==> src/rtl/period_meter_pkg.sv <==
// Shared types and constants for the period meter: FSM states, count width,
// default timeout and the saturating increment used by the cycle counters.
package period_meter_pkg;

  localparam int          CNT_W           = 32;
  localparam int unsigned TIMEOUT_DEFAULT = 100_000_000;

  typedef enum logic [1:0] {
    IDLE = 2'd0,
    ARM  = 2'd1,
    HIGH = 2'd2,
    LOW  = 2'd3
  } state_t;

  // Counting past all-ones would report a tiny period for a stuck input, so hold at max.
  function automatic logic [CNT_W-1:0] sat_inc(input logic [CNT_W-1:0] value);
    return (value == '1) ? value : value + 1'b1;
  endfunction

endpackage

==> src/rtl/period_meter_sync_edge_det.sv <==
// Brings the asynchronous input into the clk domain and turns its level
// changes into single-cycle rise/fall pulses.
module sync_edge_det
  import period_meter_pkg::*;
#(
  parameter int SYNC_STAGES = 2
) (
  input  logic clk,
  input  logic rst,
  input  logic sig_in,
  output logic rise,
  output logic fall
);

  logic [SYNC_STAGES-1:0] sync_q;
  logic                   prev_q;
  logic                   synced;

  assign synced = sync_q[SYNC_STAGES-1];

  always_ff @(posedge clk) begin
    if (rst) begin
      sync_q <= '0;
      prev_q <= 1'b0;
    end else begin
      sync_q <= {sync_q[SYNC_STAGES-2:0], sig_in};
      prev_q <= synced;
    end
  end

  // Pulses are combinational off the last two flops, so the FSM acts on an
  // input change on the SYNC_STAGES+1-th clock edge after it.
  assign rise = synced & ~prev_q;
  assign fall = ~synced & prev_q;

endmodule

==> src/rtl/period_meter.sv <==
// Measures one full period and the high time of a slow asynchronous square wave,
// counted in clk cycles between synchronized edge pulses, with a start-to-done timeout.
module period_meter
  import period_meter_pkg::*;
#(
  parameter int unsigned TIMEOUT     = TIMEOUT_DEFAULT,
  parameter int          SYNC_STAGES = 2
) (
  input  logic             clk,
  input  logic             rst,
  input  logic             sig_in,
  input  logic             start,
  output logic             busy,
  output logic [CNT_W-1:0] period,
  output logic [CNT_W-1:0] high_time,
  output logic             valid,
  output logic             timeout
);

  localparam logic [CNT_W-1:0] TMO_LAST = CNT_W'(TIMEOUT - 1);

  logic rise;
  logic fall;

  state_t           state_q, state_d;
  logic [CNT_W-1:0] edge_cnt_q, edge_cnt_d;
  logic [CNT_W-1:0] tmo_cnt_q, tmo_cnt_d;
  logic [CNT_W-1:0] high_q, high_d;
  logic [CNT_W-1:0] period_q, period_d;
  logic [CNT_W-1:0] high_time_q, high_time_d;
  logic             busy_q, busy_d;
  logic             valid_q, valid_d;
  logic             timeout_q, timeout_d;
  logic             closing;

  sync_edge_det #(
    .SYNC_STAGES(SYNC_STAGES)
  ) u_sync_edge_det (
    .clk   (clk),
    .rst   (rst),
    .sig_in(sig_in),
    .rise  (rise),
    .fall  (fall)
  );

  always_ff @(posedge clk) begin
    if (rst) begin
      state_q     <= IDLE;
      edge_cnt_q  <= '0;
      tmo_cnt_q   <= '0;
      high_q      <= '0;
      period_q    <= '0;
      high_time_q <= '0;
      busy_q      <= 1'b0;
      valid_q     <= 1'b0;
      timeout_q   <= 1'b0;
    end else begin
      state_q     <= state_d;
      edge_cnt_q  <= edge_cnt_d;
      tmo_cnt_q   <= tmo_cnt_d;
      high_q      <= high_d;
      period_q    <= period_d;
      high_time_q <= high_time_d;
      busy_q      <= busy_d;
      valid_q     <= valid_d;
      timeout_q   <= timeout_d;
    end
  end

  always_comb begin
    state_d     = state_q;
    edge_cnt_d  = edge_cnt_q;
    tmo_cnt_d   = tmo_cnt_q;
    high_d      = high_q;
    period_d    = period_q;
    high_time_d = high_time_q;
    busy_d      = busy_q;
    valid_d     = 1'b0;
    timeout_d   = 1'b0;
    closing     = 1'b0;

    // The rise cycle is index 0, so each latched result is the counter plus one.
    case (state_q)
      IDLE: begin
        if (start) begin
          state_d   = ARM;
          busy_d    = 1'b1;
          tmo_cnt_d = '0;
        end
      end
      ARM: begin
        if (rise) begin
          state_d    = HIGH;
          edge_cnt_d = '0;
        end
      end
      HIGH: begin
        edge_cnt_d = sat_inc(edge_cnt_q);
        if (fall) begin
          high_d  = sat_inc(edge_cnt_q);
          state_d = LOW;
        end
      end
      LOW: begin
        edge_cnt_d = sat_inc(edge_cnt_q);
        if (rise) begin
          period_d    = sat_inc(edge_cnt_q);
          high_time_d = high_q;
          closing     = 1'b1;
        end
      end
      default: state_d = IDLE;
    endcase

    // A closing rise on the last allowed cycle still counts as a completed measurement.
    if (state_q != IDLE) begin
      if (closing) begin
        valid_d = 1'b1;
        busy_d  = 1'b0;
        state_d = IDLE;
      end else if (tmo_cnt_q == TMO_LAST) begin
        timeout_d = 1'b1;
        busy_d    = 1'b0;
        state_d   = IDLE;
      end else begin
        tmo_cnt_d = tmo_cnt_q + 1'b1;
      end
    end
  end

  assign busy      = busy_q;
  assign period    = period_q;
  assign high_time = high_time_q;
  assign valid     = valid_q;
  assign timeout   = timeout_q;

endmodule

==> config.mk <==
export PLATFORM = sky130hd
export DESIGN_NAME = period_meter
export DESIGN_NICKNAME = d
export VERILOG_FILES = /design/src/rtl/period_meter_pkg.sv /design/src/rtl/period_meter_sync_edge_det.sv /design/src/rtl/period_meter.sv
export SDC_FILE = /design/constraint.sdc
export NUM_CORES = 1
export LEC_CHECK = 0
export CORE_ASPECT_RATIO = 1.1
export CORE_MARGIN = 4
export CORE_UTILIZATION = 29
export CTS_CLUSTER_DIAMETER = 150
export DETAILED_ROUTE_END_ITERATION = 7
export PLACE_DENSITY = 0.51
export SETUP_SLACK_MARGIN = 0.3
export SLEW_MARGIN = 20
export SYNTH_ARGS = -nofsm -noshare
export SYNTH_HDL_FRONTEND = slang
export SYNTH_SLANG_ARGS = --single-unit
export TNS_END_PERCENT = 1
==> constraint.sdc <==
create_clock -name clk -period 2.7 [get_ports clk]
set_input_delay 0.27 -clock clk [delete_from_list [all_inputs] [get_ports clk]]
set_output_delay 0.27 -clock clk [all_outputs]
set_load 0.01 [all_outputs]
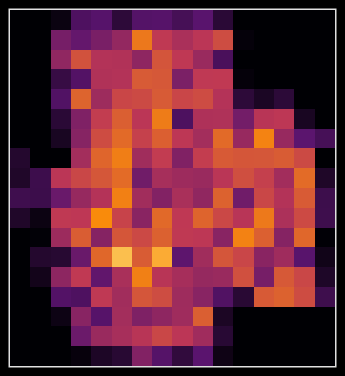
(images/util_map.png)
(2 px per µm) The die is cut into 16 by 18 equal tiles; black is low, pale yellow is high, 0 to 100% covered.
emptiest ninth of the die: top right
fullest tile: 86%
nearly empty tiles: 25%

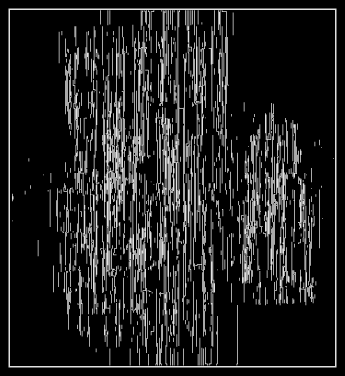
(images/m2.png)
(2 px per µm)
main direction: vertical
nets with wire on the layer: 790

==> impl_metrics.yaml <==
# physical design summary
floorplanning:
  floorplan.tapcells: 346
  dieWidth_um: 163
  boundaryPins: 71
  total_die_area_um2: 28900
  design.core.area_um2: 25600
timing:
  number_of_hold_slack_violations_in_the_final_timing_report: 0
  skew_ns: 0.0171
  final-setup-viol-count: 0
  slew_violations: 0
  rsz0062_at_grt: "yes"
clock_tree:
  clock-sinks: 168
  clock_root_cell: "sky130_fd_sc_hd__clkbuf_16"
  max-clock-path-buffers: 2
  cts_setup_buffers: 4
  post_cts_hold_buffer_count: 0
  clock_buffer_count_from_cts: 17
  tritoncts_clock_tree: "done"
final_layout:
  layout_top_cell_excl_fill_tap: "sky130_fd_sc_hd__dfxtp_1"
  buf_share_pct: 11.6
  fillerInstances: 2684
  area.share.sequential_pct: 35.5
  final-seq-area_um2: 3360
  num-nets-final: 976
  final_util_pct: 37.0
  antenna_cells_inserted: 0
  ff_latch_count: 168
  comb_area_um2: 3910
  nNonClkBuffers: 119
  syn_to_layout_area_delta_pct: 24.3
detailed_routing:
  dr_wl_met2_um: 11300
  remaining_drc_errors: 0
  wl_met3_um: 886
  detail_route.wl_per_cell_um: 17.5
  drt-pass1-iter-count: 5
  wirelength_um: 23200
  drt-met1-wl_um: 10800
  route.antenna.remaining_nets: 0
  top_layer: "met4"
synth:
  synth.cells.most_frequent: "sky130_fd_sc_hd__dfxtp_1 (168), sky130_fd_sc_hd__nand2_1 (112), sky130_fd_sc_hd__a21oi_1 (91), sky130_fd_sc_hd__o21ai_0 (84), sky130_fd_sc_hd__a31oi_1 (64)"
  post-synth-top-area-cell: "sky130_fd_sc_hd__dfxtp_1"
  yosys.stat.seqShare_pct: 44.1
  max_area_cell_share_pct: 44.1
  edf_count: 0
  ys.warnings.count: 0
  yosys.area_share.simple_pct: 22.3
  post_synth_instance_area_um2: 7620
  post_synth_ao_oa_area_fraction_pct: 25.8
  yosys.cell_types.count: 65
  ys_seq_elements: 168
  synth_top_flop_cell: "sky130_fd_sc_hd__dfxtp_1"
  synthMostInstantiatedCell: "sky130_fd_sc_hd__dfxtp_1"
global_routing:
  antenna_found_initial: 0
  met2_usage_pct: 26.3
pwr:
  intPower_mw: 3.93
  p_sw_mw: 1.24
  comb_power_uw: 142
  combinationalPowerShare_pct: 2.7
  seq_pwr_mw: 2.50
  top_power_group: "the clock network"
  ir_worst_vdd_mv: 0.382
  static-leakage-power_nw: 2.99
  clockNetworkPower_mw: 2.53
  power_switching_share_pct: 24.0
  cellPowerDensity_nw_per_um2: 546
status:
  outcome: "finished, final reports clean"
worst_setup_path:
  critical_path_s_top_delay_family: "simple AND/OR/NAND/NOR gates"
  crit-reg2reg-launch: "edge_cnt_q[25]$_SDFFE_PP0P_"
  slowest_delay_ns: 0.53
  cp-startpoint: "edge_cnt_q[25]$_SDFFE_PP0P_"
  cp_data_required_time_ns: 3.00
  critical-path-slowest-cell: "sky130_fd_sc_hd__or4_1"
  worstSetupStartpointType: "flop"
  critical_path.cell_chain: "and4_1, nand3_2, or4_1, buf_4, mux2i_1, a21oi_1"
placed_design:
  post-dp-hpwl_um: 15700
  place.port_buffers: 70
run:
  tool_warnings: 27
  max_cap_violation_count: 0
min_path:
  timing.hold.worst.start: "rst"
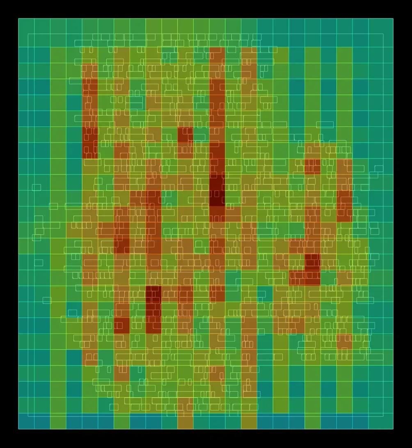
(images/congestion_map.png)
most crowded layer after global routing: met2
GRT Resource Usage Total: 15.9%

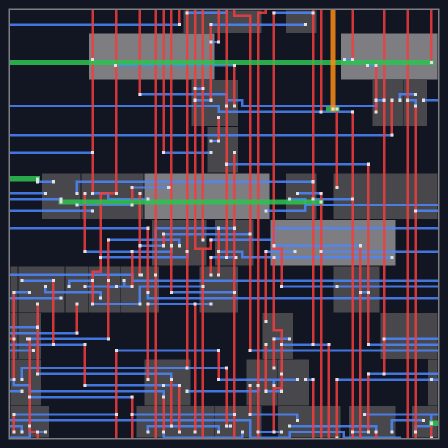
(images/closeup.png)
Region (69, 77) to (94, 102) µm. Cells in grey, sequential cells in the stronger grey; small squares are vias.
| layer | colour |
|---|---|
| M2 | red |
| M4 | orange |
| M1 | blue |
| M3 | green |
most frequent: a21oi_1 (4), dfxtp_1 (4)
cells with their middle in the window: 33
netlist names of flops here include: edge_cnt_q (2), high_q (2)
sequential cells in the window: 4

## path summary, 6_finish.rpt
path / endpoint / slack, ns / depth (start not counted)
worst max-delay path: period[1]$_SDFFE_PP0P_ / 0.33 / 6
worst min-delay path: tmo_cnt_q[11]$_SDFF_PP0_ / 0.20 / 2
worst max register to register: period[1]$_SDFFE_PP0P_ / 0.33 / 6
worst min register to register: high_time[20]$_SDFFE_PP0P_ / 0.45 / 2
## stage by stage
step	total power, mW	cell area (µm²)	cells	setup WS, ns	hold WS [ns]
2_1_floorplan	2.64	7620	911	0.457	0.398
3_3_place_gp	2.70	8800	1292	0.209	0.438
3_5_place_dp	2.70	8800	1292	0.148	0.426
4_1_cts	5.25	9430	1328	0.354	0.190
5_1_grt	5.36	9470	1329	0.214	0.204
6_report	5.17	9470	1329	0.333	0.195
Power figures rest on the tool's default switching activity, not on a simulated workload.
